## config.mk

```make
export PLATFORM = sky130hd
export DESIGN_NAME = ddr_rw_arbiter_flat
export DESIGN_NICKNAME = d
export VERILOG_FILES = /design/src/rtl/ddr_rw_arbiter_pkg.sv /design/src/rtl/ddr_rw_arbiter_if.sv /design/src/rtl/ddr_rw_arbiter.sv /design/src/flat_wrapper.sv
export SDC_FILE = /design/constraint.sdc
export NUM_CORES = 1
export LEC_CHECK = 0
export ABC_AREA = 1
export CAP_MARGIN = 20
export CORE_AREA = 2 2 436 438
export CTS_CLUSTER_DIAMETER = 50
export DETAILED_ROUTE_END_ITERATION = 16
export DIE_AREA = 0 0 438 440
export PLACE_DENSITY_LB_ADDON = 0.05
export SETUP_SLACK_MARGIN = 0.05
export SYNTH_ARGS = -nofsm -noshare
export SYNTH_HDL_FRONTEND = slang
export SYNTH_SLANG_ARGS = --single-unit
```

## constraint.sdc

```tcl
create_clock -name clk -period 73.3 [get_ports clk]
set_input_delay 18.325 -clock clk [delete_from_list [all_inputs] [get_ports clk]]
set_output_delay 18.325 -clock clk [all_outputs]
set_load 0.1 [all_outputs]
```

## src/rtl/ddr_rw_arbiter_pkg.sv

```systemverilog
// ddr_rw_arbiter_pkg: shared types and constants for the DDR read/write arbiter
package ddr_rw_arbiter_pkg;
    localparam int ADDR_WIDTH     = 25;
    localparam int DATA_WIDTH     = 512;
    localparam int PDU_ADDR_SHIFT = 5;

    typedef enum logic [1:0] {ARB_IDLE, WR_BURST, RD_BURST} arb_state_t;

    typedef struct packed {
        logic                  write;
        logic [ADDR_WIDTH-1:0] addr;
        logic [DATA_WIDTH-1:0] wdata;
    } ddr_cmd_t;

    function automatic logic [ADDR_WIDTH-1:0] pdu_base(input logic [ADDR_WIDTH-1:0] pdu_id);
        return pdu_id << PDU_ADDR_SHIFT;
    endfunction
endpackage

```

## src/rtl/ddr_rw_arbiter_if.sv

```systemverilog
// ddr_rw_arbiter_if: PDU write/read streams, DRAM command port and credit status
interface ddr_rw_arbiter_if import ddr_rw_arbiter_pkg::*; #(parameter int CNT_W = 7);
    logic [ADDR_WIDTH-1:0] wr_addr;
    logic [DATA_WIDTH-1:0] wr_data;
    logic                  wr_sop;
    logic                  wr_eop;
    logic                  wr_valid;
    logic                  wr_ready;
    logic [ADDR_WIDTH-1:0] rd_addr;
    logic                  rd_sop;
    logic                  rd_eop;
    logic                  rd_valid;
    logic                  rd_ready;
    logic                  ddr_cmd_write;
    logic [ADDR_WIDTH-1:0] ddr_cmd_addr;
    logic [DATA_WIDTH-1:0] ddr_cmd_wdata;
    logic                  ddr_cmd_valid;
    logic                  ddr_cmd_ready;
    logic                  ddr_rd_resp_fire;
    logic [CNT_W-1:0]      rd_outstanding;
    logic                  proto_err;

    modport master (
        output wr_addr, wr_data, wr_sop, wr_eop, wr_valid,
        output rd_addr, rd_sop, rd_eop, rd_valid,
        output ddr_cmd_ready, ddr_rd_resp_fire,
        input  wr_ready, rd_ready, ddr_cmd_write, ddr_cmd_addr, ddr_cmd_wdata, ddr_cmd_valid,
        input  rd_outstanding, proto_err
    );

    modport slave (
        input  wr_addr, wr_data, wr_sop, wr_eop, wr_valid,
        input  rd_addr, rd_sop, rd_eop, rd_valid,
        input  ddr_cmd_ready, ddr_rd_resp_fire,
        output wr_ready, rd_ready, ddr_cmd_write, ddr_cmd_addr, ddr_cmd_wdata, ddr_cmd_valid,
        output rd_outstanding, proto_err
    );
endinterface

```

## src/rtl/ddr_rw_arbiter.sv

```systemverilog
// ddr_rw_arbiter: PDU-granular round-robin arbiter sharing one DRAM command port
module ddr_rw_arbiter import ddr_rw_arbiter_pkg::*; #(
    parameter int MAX_RD_OUTSTANDING = 64
) (
    input logic clk,
    input logic rst,
    ddr_rw_arbiter_if.slave bus
);
    localparam int CNT_W = $clog2(MAX_RD_OUTSTANDING + 1);

    arb_state_t       state_q, state_d;
    logic             last_q, last_d;
    ddr_cmd_t         cmd_q, cmd_d;
    logic             cmd_valid_q;
    logic [CNT_W-1:0] cnt_q;
    logic             err_q;
    logic             mid_q;

    logic slot_free, credit_ok, wr_head, rd_head, wr_drop, rd_drop;
    logic wr_go, rd_go, go, sop, eop;

    assign slot_free = !cmd_valid_q | bus.ddr_cmd_ready;
    assign credit_ok = cnt_q < CNT_W'(MAX_RD_OUTSTANDING);
    assign wr_head   = bus.wr_valid & bus.wr_sop;
    assign rd_head   = bus.rd_valid & bus.rd_sop & credit_ok;
    assign wr_drop   = (state_q == ARB_IDLE) & bus.wr_valid & !bus.wr_sop;
    assign rd_drop   = (state_q == ARB_IDLE) & bus.rd_valid & !bus.rd_sop & !wr_drop;
    assign wr_go     = (state_q == WR_BURST) & bus.wr_valid & slot_free;
    assign rd_go     = (state_q == RD_BURST) & bus.rd_valid & slot_free & credit_ok;
    assign go        = wr_go | rd_go;
    assign sop       = wr_go ? bus.wr_sop : bus.rd_sop;
    assign eop       = wr_go ? bus.wr_eop : bus.rd_eop;

    assign bus.wr_ready       = wr_drop | ((state_q == WR_BURST) & slot_free);
    assign bus.rd_ready       = rd_drop | ((state_q == RD_BURST) & slot_free & credit_ok);
    assign bus.ddr_cmd_write  = cmd_q.write;
    assign bus.ddr_cmd_addr   = cmd_q.addr;
    assign bus.ddr_cmd_wdata  = cmd_q.wdata;
    assign bus.ddr_cmd_valid  = cmd_valid_q;
    assign bus.rd_outstanding = cnt_q;
    assign bus.proto_err      = err_q;

    assign cmd_d = '{write: wr_go, addr: wr_go ? bus.wr_addr : bus.rd_addr, wdata: bus.wr_data};

    // eop hands off to the other side first so neither stream can starve the other
    always_comb begin
        last_d  = (wr_go & eop) ? 1'b0 : (rd_go & eop) ? 1'b1 : last_q;
        state_d = state_q;
        if (state_q == ARB_IDLE)
            state_d = (wr_head & rd_head) ? (last_q ? WR_BURST : RD_BURST) :
                      wr_head ? WR_BURST : rd_head ? RD_BURST : ARB_IDLE;
        else if (go & eop)
            state_d = (wr_go ? rd_head : wr_head) ? (wr_go ? RD_BURST : WR_BURST) :
                      (wr_go ? wr_head : rd_head) ? state_q : ARB_IDLE;
    end

    always_ff @(posedge clk or posedge rst) begin
        if (rst) begin
            state_q     <= ARB_IDLE;
            last_q      <= 1'b1;
            cmd_valid_q <= 1'b0;
            cmd_q.write <= 1'b0;
            cmd_q.addr  <= '0;
            err_q       <= 1'b0;
            mid_q       <= 1'b0;
        end else begin
            state_q     <= state_d;
            last_q      <= last_d;
            cmd_valid_q <= go | (cmd_valid_q & !bus.ddr_cmd_ready);
            err_q       <= err_q | wr_drop | rd_drop | (go & sop & mid_q);
            if (go) begin
                cmd_q <= cmd_d;
                mid_q <= !eop;
            end
        end
    end

    // stale responses after reset must not wrap the counter below zero
    always_ff @(posedge clk or posedge rst) begin
        if (rst)
            cnt_q <= '0;
        else
            cnt_q <= cnt_q + CNT_W'(rd_go) - CNT_W'(bus.ddr_rd_resp_fire & ((cnt_q != '0) | rd_go));
    end
endmodule

```

## src/flat_wrapper.sv

```systemverilog
// flat-port wrapper written by rule: the top's interface ports become plain ports
module ddr_rw_arbiter_flat import ddr_rw_arbiter_pkg::*;
#(
    parameter int MAX_RD_OUTSTANDING = 64
)
  (clk, rst, bus_wr_addr, bus_wr_data, bus_wr_sop, bus_wr_eop, bus_wr_valid, bus_rd_addr, bus_rd_sop, bus_rd_eop, bus_rd_valid, bus_ddr_cmd_ready, bus_ddr_rd_resp_fire, bus_wr_ready, bus_rd_ready, bus_ddr_cmd_write, bus_ddr_cmd_addr, bus_ddr_cmd_wdata, bus_ddr_cmd_valid, bus_rd_outstanding, bus_proto_err);
  ddr_rw_arbiter_if #(.CNT_W(($clog2((4) + 1)))) bus_i ();
  input logic clk;
  input logic rst;
  input wire logic [$bits(bus_i.wr_addr)-1:0] bus_wr_addr;
  input wire logic [$bits(bus_i.wr_data)-1:0] bus_wr_data;
  input wire logic [$bits(bus_i.wr_sop)-1:0] bus_wr_sop;
  input wire logic [$bits(bus_i.wr_eop)-1:0] bus_wr_eop;
  input wire logic [$bits(bus_i.wr_valid)-1:0] bus_wr_valid;
  input wire logic [$bits(bus_i.rd_addr)-1:0] bus_rd_addr;
  input wire logic [$bits(bus_i.rd_sop)-1:0] bus_rd_sop;
  input wire logic [$bits(bus_i.rd_eop)-1:0] bus_rd_eop;
  input wire logic [$bits(bus_i.rd_valid)-1:0] bus_rd_valid;
  input wire logic [$bits(bus_i.ddr_cmd_ready)-1:0] bus_ddr_cmd_ready;
  input wire logic [$bits(bus_i.ddr_rd_resp_fire)-1:0] bus_ddr_rd_resp_fire;
  output wire logic [$bits(bus_i.wr_ready)-1:0] bus_wr_ready;
  output wire logic [$bits(bus_i.rd_ready)-1:0] bus_rd_ready;
  output wire logic [$bits(bus_i.ddr_cmd_write)-1:0] bus_ddr_cmd_write;
  output wire logic [$bits(bus_i.ddr_cmd_addr)-1:0] bus_ddr_cmd_addr;
  output wire logic [$bits(bus_i.ddr_cmd_wdata)-1:0] bus_ddr_cmd_wdata;
  output wire logic [$bits(bus_i.ddr_cmd_valid)-1:0] bus_ddr_cmd_valid;
  output wire logic [$bits(bus_i.rd_outstanding)-1:0] bus_rd_outstanding;
  output wire logic [$bits(bus_i.proto_err)-1:0] bus_proto_err;
  assign bus_i.wr_addr = bus_wr_addr;
  assign bus_i.wr_data = bus_wr_data;
  assign bus_i.wr_sop = bus_wr_sop;
  assign bus_i.wr_eop = bus_wr_eop;
  assign bus_i.wr_valid = bus_wr_valid;
  assign bus_i.rd_addr = bus_rd_addr;
  assign bus_i.rd_sop = bus_rd_sop;
  assign bus_i.rd_eop = bus_rd_eop;
  assign bus_i.rd_valid = bus_rd_valid;
  assign bus_i.ddr_cmd_ready = bus_ddr_cmd_ready;
  assign bus_i.ddr_rd_resp_fire = bus_ddr_rd_resp_fire;
  assign bus_wr_ready = bus_i.wr_ready;
  assign bus_rd_ready = bus_i.rd_ready;
  assign bus_ddr_cmd_write = bus_i.ddr_cmd_write;
  assign bus_ddr_cmd_addr = bus_i.ddr_cmd_addr;
  assign bus_ddr_cmd_wdata = bus_i.ddr_cmd_wdata;
  assign bus_ddr_cmd_valid = bus_i.ddr_cmd_valid;
  assign bus_rd_outstanding = bus_i.rd_outstanding;
  assign bus_proto_err = bus_i.proto_err;
  ddr_rw_arbiter #(.MAX_RD_OUTSTANDING(MAX_RD_OUTSTANDING)) u_core (.clk(clk), .rst(rst), .bus(bus_i));
endmodule
```

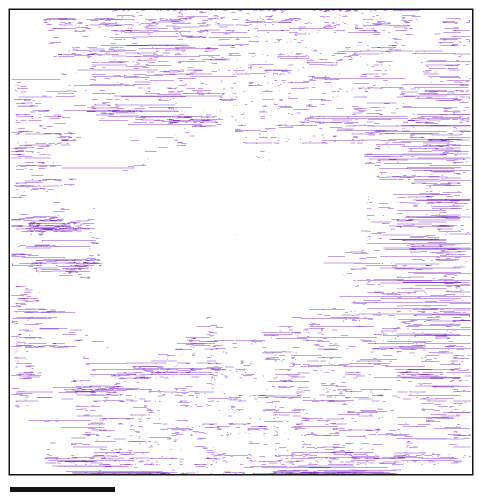
Figure 1: run 1, the metal 1 layer.
The bar under the picture is 100 um long.
The longest straight run is 124 um. The layer holds 30% of the routed length. The layer carries 31.4 mm of wire. The wires run mostly horizontal.

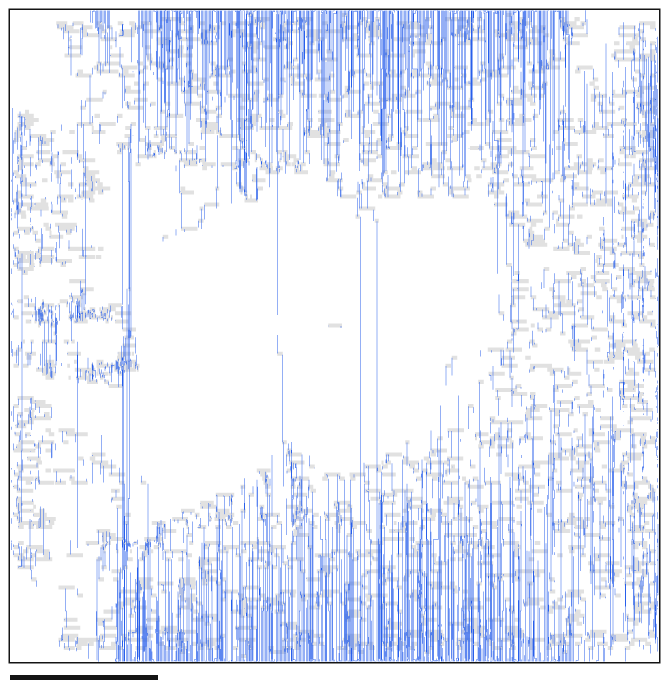
Figure 2: run 1, M2 wires.
The bar under the picture is 100 um long. Cells faint in the background.
The wires run mostly vertical. The layer carries 58.5 mm of wire. The layer holds 56% of the routed length. 2402 nets have wire on it.
Routed Wire Length: 104000 um
overall via count from detail_route: 12500
met2 Usage GRT: 20.2%

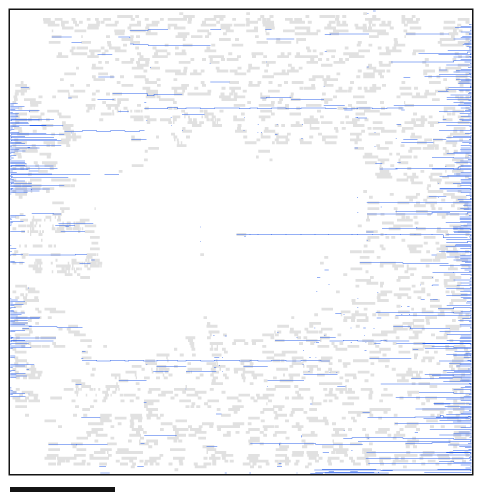
Figure 3: run 1, M3 wires.
The bar under the picture is 100 um long. Cells faint in the background.
The layer holds 9.9% of the routed length. The wires run mostly horizontal.

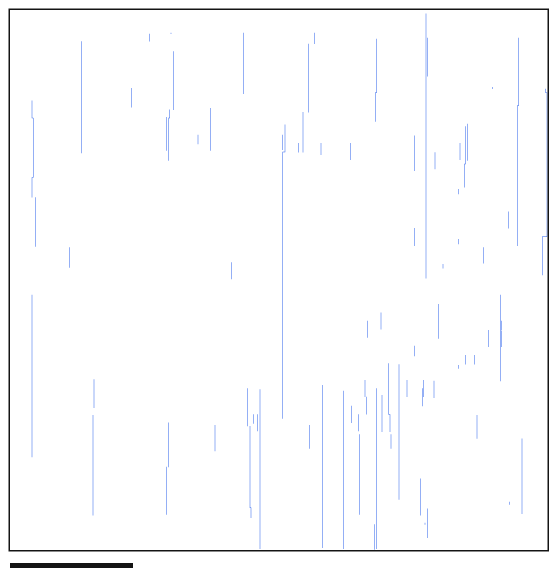
Figure 4: run 1, the metal 4 layer.
The bar under the picture is 100 um long.
The layer carries 3410 um of wire. The layer holds 3.3% of the routed length. The longest straight run is 217 um. The wires run mostly vertical.

==> git commit body, run 1 <==
Store results of the implementation flow

- Checking max transition, the worst relative margin is 20.1%.
- The script reports the combined buffer and inverter count of the critical path as 3.
* Crit. End Element: primary output
- The register with the most flip-flops in the layout has 512 of them.
- The chip area line in the Yosys stat output reads 17600 sq um.
- Global routing used 10.3% of the available tracks across all layers.
* Library cell appearing most often on the critical path: clkdlybuf4s50_1
- The worst hold path belongs to the class flop to flop.
- Reg-to-reg critical path endpoint: u_core.bus.ddr_cmd_wdata[380]$_DFFE_PP_
* Total tool warning count: 29
- The placement report lists the number of port buffers as around 1100.
- The core region is approximately 190000 sq um.
- Of the combinational cells, the family taking the most area is simple AND/OR/NAND/NOR gates.
- Maximum operating frequency: about 26 MHz
* Master of the slowest instance on the critical path: clkdlybuf4s50_1
- The synthesis stat section lists a flop and latch total of 551.
- Initial antenna violation count: between 50 and 60
* Vertical extent of the die: 440 um
- OpenROAD reports that the post-layout worst path occupies roughly 53% of the period.
- Summing every instance area after synthesis gives around 18000 sq um.
* Xor and xnor fraction of the mapped netlist area: 0.298%
- Crit. path cell count: 5
- The worst-case IR drop observed on VDD is 32.1 uV.
- For this run, the number of Yosys warnings is 0.
- Count of flip-flops with a built-in enable after synthesis: 512
- In the final run the clock tree shows a worst skew of 0.0243 ns.
- Number of rows in the core area: about 160
- Largest stage delay on the critical path: 1.13 ns
* Nets: 2599
- The H-tree was split into 3 levels.
- Looking at the setup timing report, the critical path kind is input port to primary output.
* Total Die Area: ~190000 sq um
- CTS Hold Buffers Added: 0
* Result of the run: complete, no violations
- M1 wire length: between 30000 and 40000 um
* Setup fix buffers added after clock tree synthesis: 0
- In the Yosys stats the netlist draws on 35 distinct library cells.
* Hold Path Stages: 2
- Maximum buffer depth of the clock tree: 3
==> run 1: area by class of cell <==
type | instances | area (sq um)
Tap cell | 2511 | 3140
Antenna cell | 17 | 42.5
Timing Repair Buffer | 1134 | 11400
Clock inverter | 80 | 1010
Multi-Input combinational cell | 185 | 1070
Inverter | 28 | 108
Clock buffer | 135 | 3000
Sequential cell | 551 | 16400
Fill cell | 20300 | 152000
==> run 1: where the power goes <==
group | switching, uW | internal [uW] | total, uW | leakage [uW]
Clock | 189 | 361 | 550 | 0.00192
Combinational | 389 | 108 | 497 | 0.00511
Sequential | 16.0 | 403 | 419 | 0.00514
Total | 594 | 872 | 1470 | 0.0122
==> run 1: worst min-delay path: cells and delay by family (launching register included) <==
kind               cells  cell delay (ns)
AOI/OAI and AO/OA      1             0.04
and+or+nand+nor        1             0.06
DFF                    1             0.34
==> run 1: cell families (layout without fill, tap and decap cells) <==
group | after synthesis | after routing
AND/OR/NAND/NOR | 103 | 103
buffers and inverters | 41 | 1377
other | 0 | 17
adder cells (fa/ha/maj) | 10 | 10
XOR/XNOR | 6 | 6
flip-flops | 551 | 551
AND-OR/OR-AND | 66 | 66
==> run 1: synthesized netlist by cell type, types with 2 or more instances <==
cell	instances	area (sq um)
a31oi_1	2	12.5
dfrtp_1	38	951
nand4_1	4	25.0
nand3_2	2	20.0
buf_2	2	10.0
clkbuf_1	2	7.51
xor2_1	5	43.8
ha_1	9	113
inv_2	2	7.51
nand2_2	3	18.8
nand3_1	11	55.1
nand2_1	46	173
buf_6	4	45.0
o21ai_1	10	50.1
o21ai_0	27	135
edfxtp_1	512	15400
a21oi_1	2	10.0
inv_1	25	93.8
buf_4	4	30.0
o21ai_2	20	175
nor2_1	30	113
nor3_1	4	20.0
--- run 2 (diff from run 1) ---
--- a/config.mk
+++ b/config.mk
@@ -7,10 +7,10 @@
 export LEC_CHECK = 0
 export ABC_AREA = 1
 export CAP_MARGIN = 20
-export CORE_AREA = 2 2 436 438
+export CORE_AREA = 2 2 434 436
 export CTS_CLUSTER_DIAMETER = 50
 export DETAILED_ROUTE_END_ITERATION = 16
-export DIE_AREA = 0 0 438 440
+export DIE_AREA = 0 0 436 438
 export PLACE_DENSITY_LB_ADDON = 0.05
 export SETUP_SLACK_MARGIN = 0.05
 export SYNTH_ARGS = -nofsm -noshare
==> constraint.sdc (replaced) <==
create_clock -name clk -period 40.1 [get_ports clk]
set_input_delay 10.025 -clock clk [delete_from_list [all_inputs] [get_ports clk]]
set_output_delay 10.025 -clock clk [all_outputs]
set_load 0.1 [all_outputs]
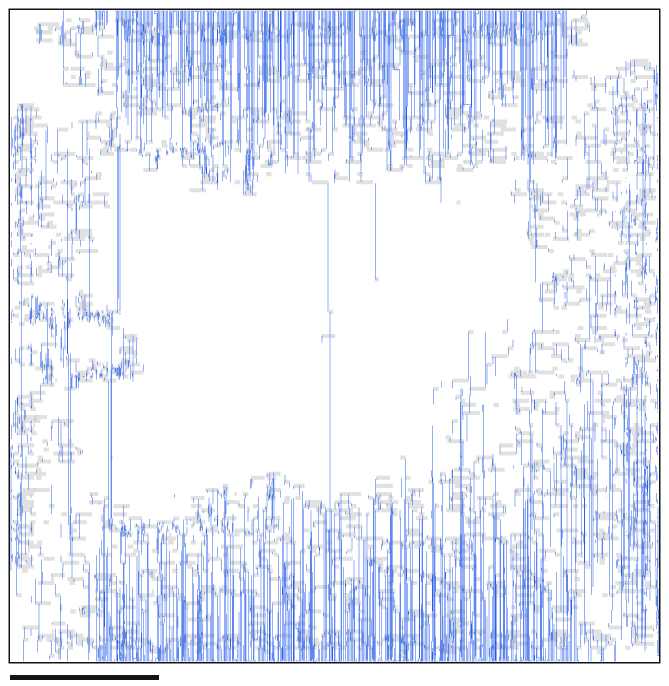
Figure 5: run 2, M2 wires.
The bar under the picture is 100 um long. Cells faint in the background.
The wires run mostly vertical. The longest straight run is 235 um. The layer carries 56.3 mm of wire. 2368 nets have wire on it.

==> run 2 against run 1 <==
Against the previous run:
- clock-buffer cell count down 1
- synthesized area stayed put
- via count shrank 0.74%
- final cell count decreased by 0.47%
- design area is 0.56% lower
- clock power grew 78%
- sequential power increased by 84%
- die size fell by 0.91%
- non-clock buffer count decreased by 7
- clock skew fell by 0.0042 ns
- power grew 81%
- flip-flop count did not move
- highest routed layer unchanged
==> git commit body, run 2 <==
Store results of the implementation flow

- STA classifies the critical path endpoint as a primary output.
* CTS Hold Buffers Added: 0
- Internal power consumption: roughly 1600 uW
- The endpoint identified for the worst register-to-register timing path is u_core.bus.ddr_cmd_wdata[168]$_DFFE_PP_.
* Count of flip-flops with a built-in enable after synthesis: 512
* Number of flip-flops in the largest register: 512
* Final-layout fill cell count: 20200
- Nets: 2590
* Floorplan core area: 187000 sq um
* Number of rows in the core area: 159
- The clock network accounts for 36.9% of the total power.
- The most common cell in the synthesized netlist is edfxtp_1.
- Max VDD drop: 63.4 uV
- Count of state elements after synthesis: 551
- Dominant non-sequential cell family after synthesis: simple AND/OR/NAND/NOR gates
- The synthesis report lists the most area-consuming cells as edfxtp_1 87%, dfrtp_1 5.4%, o21ai_2 0.99%.
* Top cell area share: 87.2%
* Cell type contributing the most total cell area after synthesis: edfxtp_1
- The clock arrives with 0.0201 ns of skew.
- Chip area from the yosys synthesis statistics: 17600 sq um
- Xor and xnor fraction of the mapped netlist area: 0.298%
- Per the detail_route report, the via count comes to approximately 12000.
- Result of the run: complete, no violations
* Class of the tightest hold or removal check: flop to flop
- Maximum operating frequency: 44.9 MHz
- Hold Path Stages: 2
- STA classifies the critical path startpoint as an input port.
- Distinct cells, synth: 35
* Total Die Area: 191000 sq um
* Setup fix buffers added after clock tree synthesis: 0
* Top logic cells by instance count in the layout: 1104 x clkdlybuf4s50_1, 512 x edfxtp_1, 115 x clkbuf_16
* Total tool warning count: 31
- Looking at the clock tree report, the maximum root-to-sink buffer count equals 3.
- Initial antenna violation count: 31
- Summed over all nets, the switching power comes to 1080 uW.
* Routed Wire Length: slightly above 100000 um
* Maximum level of the CTS H-tree: 3
- Share of the clock period used by the worst path after layout: 55.5%
- Worst slew margin relative to its limit: 20.4%
- Type of the setup path with the least slack: input port to primary output
- Net switching is 40.8% of the power.
* Number of I/O port buffers: 1116
- Sequential cells account for 29.0% of the total power.
- By count the netlist is led by 512 x edfxtp_1, 46 x nand2_1, 38 x dfrtp_1.
[run 2: cell counts after synthesis]
No cell type changed its count.
[run 2: kinds of logic after synthesis]
family                     after synthesis
AOI/OAI and AO/OA                       66
adders and majority gates               10
DFF                                    551
xor gates and xnor gates                 6
buffers and inverters                   41
and+or+nand+nor                        103
[run 2: critical path, stage by stage]
cell and delay (ns):
clkdlybuf4s50_1 0.49, inv_1 0.07, nor3_1 0.25, o21ai_0 0.16, nand2_1 0.10, clkdlybuf4s50_1 1.13
[run 2: cell type report]
type	count	area (sq um)	share of cell area [%]
antenna	19	47.5	0.132
clock buffer	134	2950	8.22
clock inverter	80	967	2.69
inverter	28	108	0.300
multi-input combinational	185	1070	2.99
sequential	551	16400	45.6
tap	2495	3120	8.70
timing repair buffer	1127	11300	31.4
[run 2: routing by layer]
layer  wire length [um]  vias to the layer above  track usage, %
li1                   -                     5536               -
met1              32800                     6005            9.34
met2              56300                      656            19.5
met3               9360                      193            4.99
met4               3150                       10            3.94
met5                108                        -           0.223
[run 2: power groups by stage]
stage	Combinational (uW)	Sequential [uW]	Clock [uW]
2_1_floorplan	128	1360	0
3_3_place_gp	920	782	0
3_5_place_dp	922	782	0
4_1_cts	924	772	1020
5_1_grt	939	779	1040
6_report	907	770	981
[run 2: per-stage QoR]
step,power (uW),worst slack (ns),utilization [%],instance area (sq um)
after detailed placement,1700,17.81,17.1,31900
after global routing,2760,17.74,19.2,35900
after CTS,2720,17.81,19.2,35900
after floorplan,1490,6.61,-,17600
final,2660,17.85,19.2,35900
after global placement,1700,17.79,17.1,31900
--- run 3 (diff from run 2) ---
==> constraint.sdc (replaced) <==
create_clock -name clk -period 17.88 [get_ports clk]
set_input_delay 4.47 -clock clk [delete_from_list [all_inputs] [get_ports clk]]
set_output_delay 4.47 -clock clk [all_outputs]
set_load 0.1 [all_outputs]
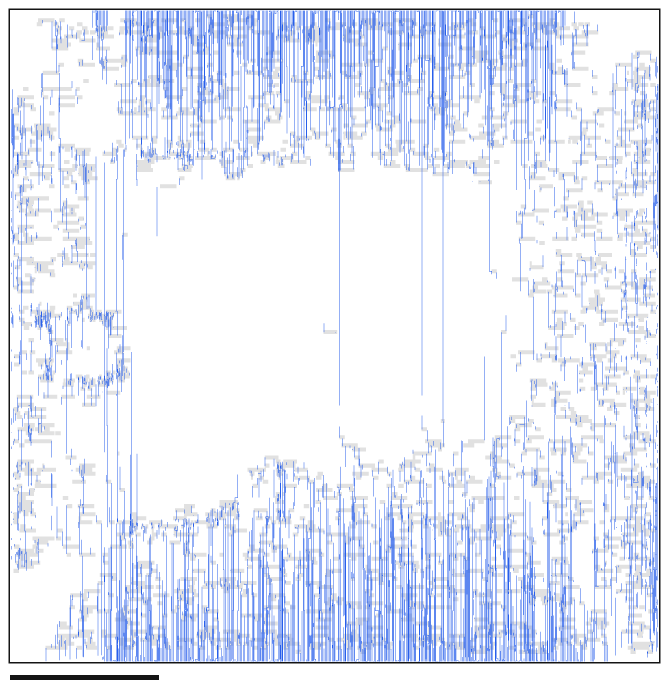
Figure 6: run 3, M2 wires.
The bar under the picture is 100 um long. Cells faint in the background.
The layer carries 56.3 mm of wire. The wires run mostly vertical.

==> run 3 against run 2 <==
Against the previous run:
- sequential share of layout area is essentially flat
- setup slack worse by 11 ns
- register-to-register slack got worse by 21 ns
- synthesized cell count did not move
- flip-flop count is the same
- largest cell class unchanged
- highest routed layer unchanged
==> git commit body, run 3 <==
Store results of the implementation flow

- Per the CTS log, the buffer count on the longest clock path is 3.
- In this run the standard cell core region covers between 150000 and 200000 sq um.
- Top cell area share: between 80 and 90%
- Share of the clock period used by the worst path after layout: 62.6%
- Post-CTS timing repair inserted 0 buffers for setup.
- Along the critical path, the tally of buffer and inverter instances is 3.
- The largest single stage delay on the critical path is between 1 and 1.5 ns.
* Synth Warn #: 0
- The final layout contains 2591 nets.
- In the Yosys stats the netlist draws on 35 distinct library cells.
- Total Die Area: between 150000 and 200000 sq um
- Overall via count from detail_route: 12500
- Per the timing report, the biggest fanout along the worst path comes to 5.
- The post-CTS hold buffer count recorded in the log is 0.
* Vertical extent of the die: 438 um
- In this run the tools logged warnings totalling 34.
- The synthesis stat section lists a flop and latch total of 551.
- The mapped netlist covers roughly 18000 sq um.
* Number of flip-flops in the largest register: 512
* Master of the slowest instance on the critical path: clkdlybuf4s50_1
* Count of flip-flops with a built-in enable after synthesis: 512
- For this block, wires on met1 add up to about 32000 um.
- Library cell appearing most often on the critical path: clkdlybuf4s50_1
- STA classifies the critical path endpoint as a primary output.
* Uppermost routed layer: met5
* Type of the setup path with the least slack: input port to primary output
- Most popular library cell in the synthesized design by count: edfxtp_1
- The worst hold path belongs to the class flop to flop.
* Top logic cells by instance count in the layout: 1102 x clkdlybuf4s50_1, 512 x edfxtp_1, 119 x clkbuf_16
* Startpoint of the lowest-slack register-to-register path: u_core.state_q[1]$_DFFE_PP0P_
- Result of the run: complete, no violations
* Maximum operating frequency: 89.4 MHz
- In the post-route report, total wirelength is listed as ~100000 um.
- Final setup slack of the worst path: 6.69 ns
- Initial antenna violation count: 36
- Top cells by count, synth: 512 x edfxtp_1, 46 x nand2_1, 38 x dfrtp_1
- Met3 Routed Length: 8990 um
- Startpoint type of the worst setup path: input port
- Number of rows in the core area: 159
* WL met2: 56300 um
* Largest cells by area after synthesis: edfxtp_1 87%, dfrtp_1 5.4%, o21ai_2 0.99%
* Max VDD drop: 84.7 uV
- The kind of cell with the highest combined delay along the critical path is buffers and inverters.
- Across the routed clock network, the largest skew measured is between 0.03 and 0.04 ns.
* Maximum level of the CTS H-tree: 3
- Cell type contributing the most total cell area after synthesis: edfxtp_1
- Headroom to the max-slew limit came out at 22.6%.
- Per the timing report, the most critical flop-to-flop path finishes at u_core.bus.ddr_cmd_wdata[117]$_DFFE_PP_.
- The stat command in Yosys gives a chip area of 17600 sq um.
## run 3: per-stage QoR
stage	hold WS, ns	instances	power (uW)	area (sq um)	util (%)
5_1_grt	0.504	4602	6210	35900	19.2
3_3_place_gp	0.472	4382	3810	31900	17.1
4_1_cts	0.481	4601	6110	35900	19.2
6_report	0.477	4611	5970	35900	19.3
2_1_floorplan	0.458	777	3210	17600	-
3_5_place_dp	0.471	4384	3810	31900	17.1
## run 3: cells by family after synthesis
kind of cell	Yosys count	share of synthesized area, %
flops	551	92.7
simple gates	103	2.60
xor+xnor	6	0.298
compound gates	66	2.38
buf+inv	41	1.25
fa+ha+maj	10	0.752
## run 3: layout make-up
type	instances	area, sq um
Sequential cell	551	16400
Tap cell	2495	3120
Timing Repair Buffer	1125	11300
Multi-Input combinational cell	185	1070
Clock inverter	76	888
Inverter	28	108
Clock buffer	141	3100
Fill cell	20200	151000
Antenna cell	10	25.0
## run 3: power by group
part | switching, uW | internal [uW] | total, uW | leakage [uW]
logic | 1590 | 441 | 2030 | 0.00504
clock network | 766 | 1460 | 2220 | 0.00195
registers | 68.1 | 1650 | 1720 | 0.00514
## run 3: worst max path at each step
stage               depth (start not counted)  slack, ns                                     to               from
finish                                      5       6.69                           bus_wr_ready       bus_wr_valid
global route                                5       6.59                           bus_wr_ready       bus_wr_valid
CTS                                         5       6.74                           bus_wr_ready       bus_wr_valid
detailed placement                          5       6.75                           bus_wr_ready       bus_wr_valid
global placement                            6       6.71                           bus_rd_ready       bus_rd_valid
floorplan                                   8       4.74  u_core.bus.ddr_cmd_wdata[0]$_DFFE_PP_  bus_ddr_cmd_ready
## run 3: per-layer routing
metal  vias up  GRT usage [%]
met4        16           2.90
met5         -              0
li1       5519              -
met3       188           4.67
met1      6109           9.26
met2       651           19.7
Power and IR drop assume default switching activity.
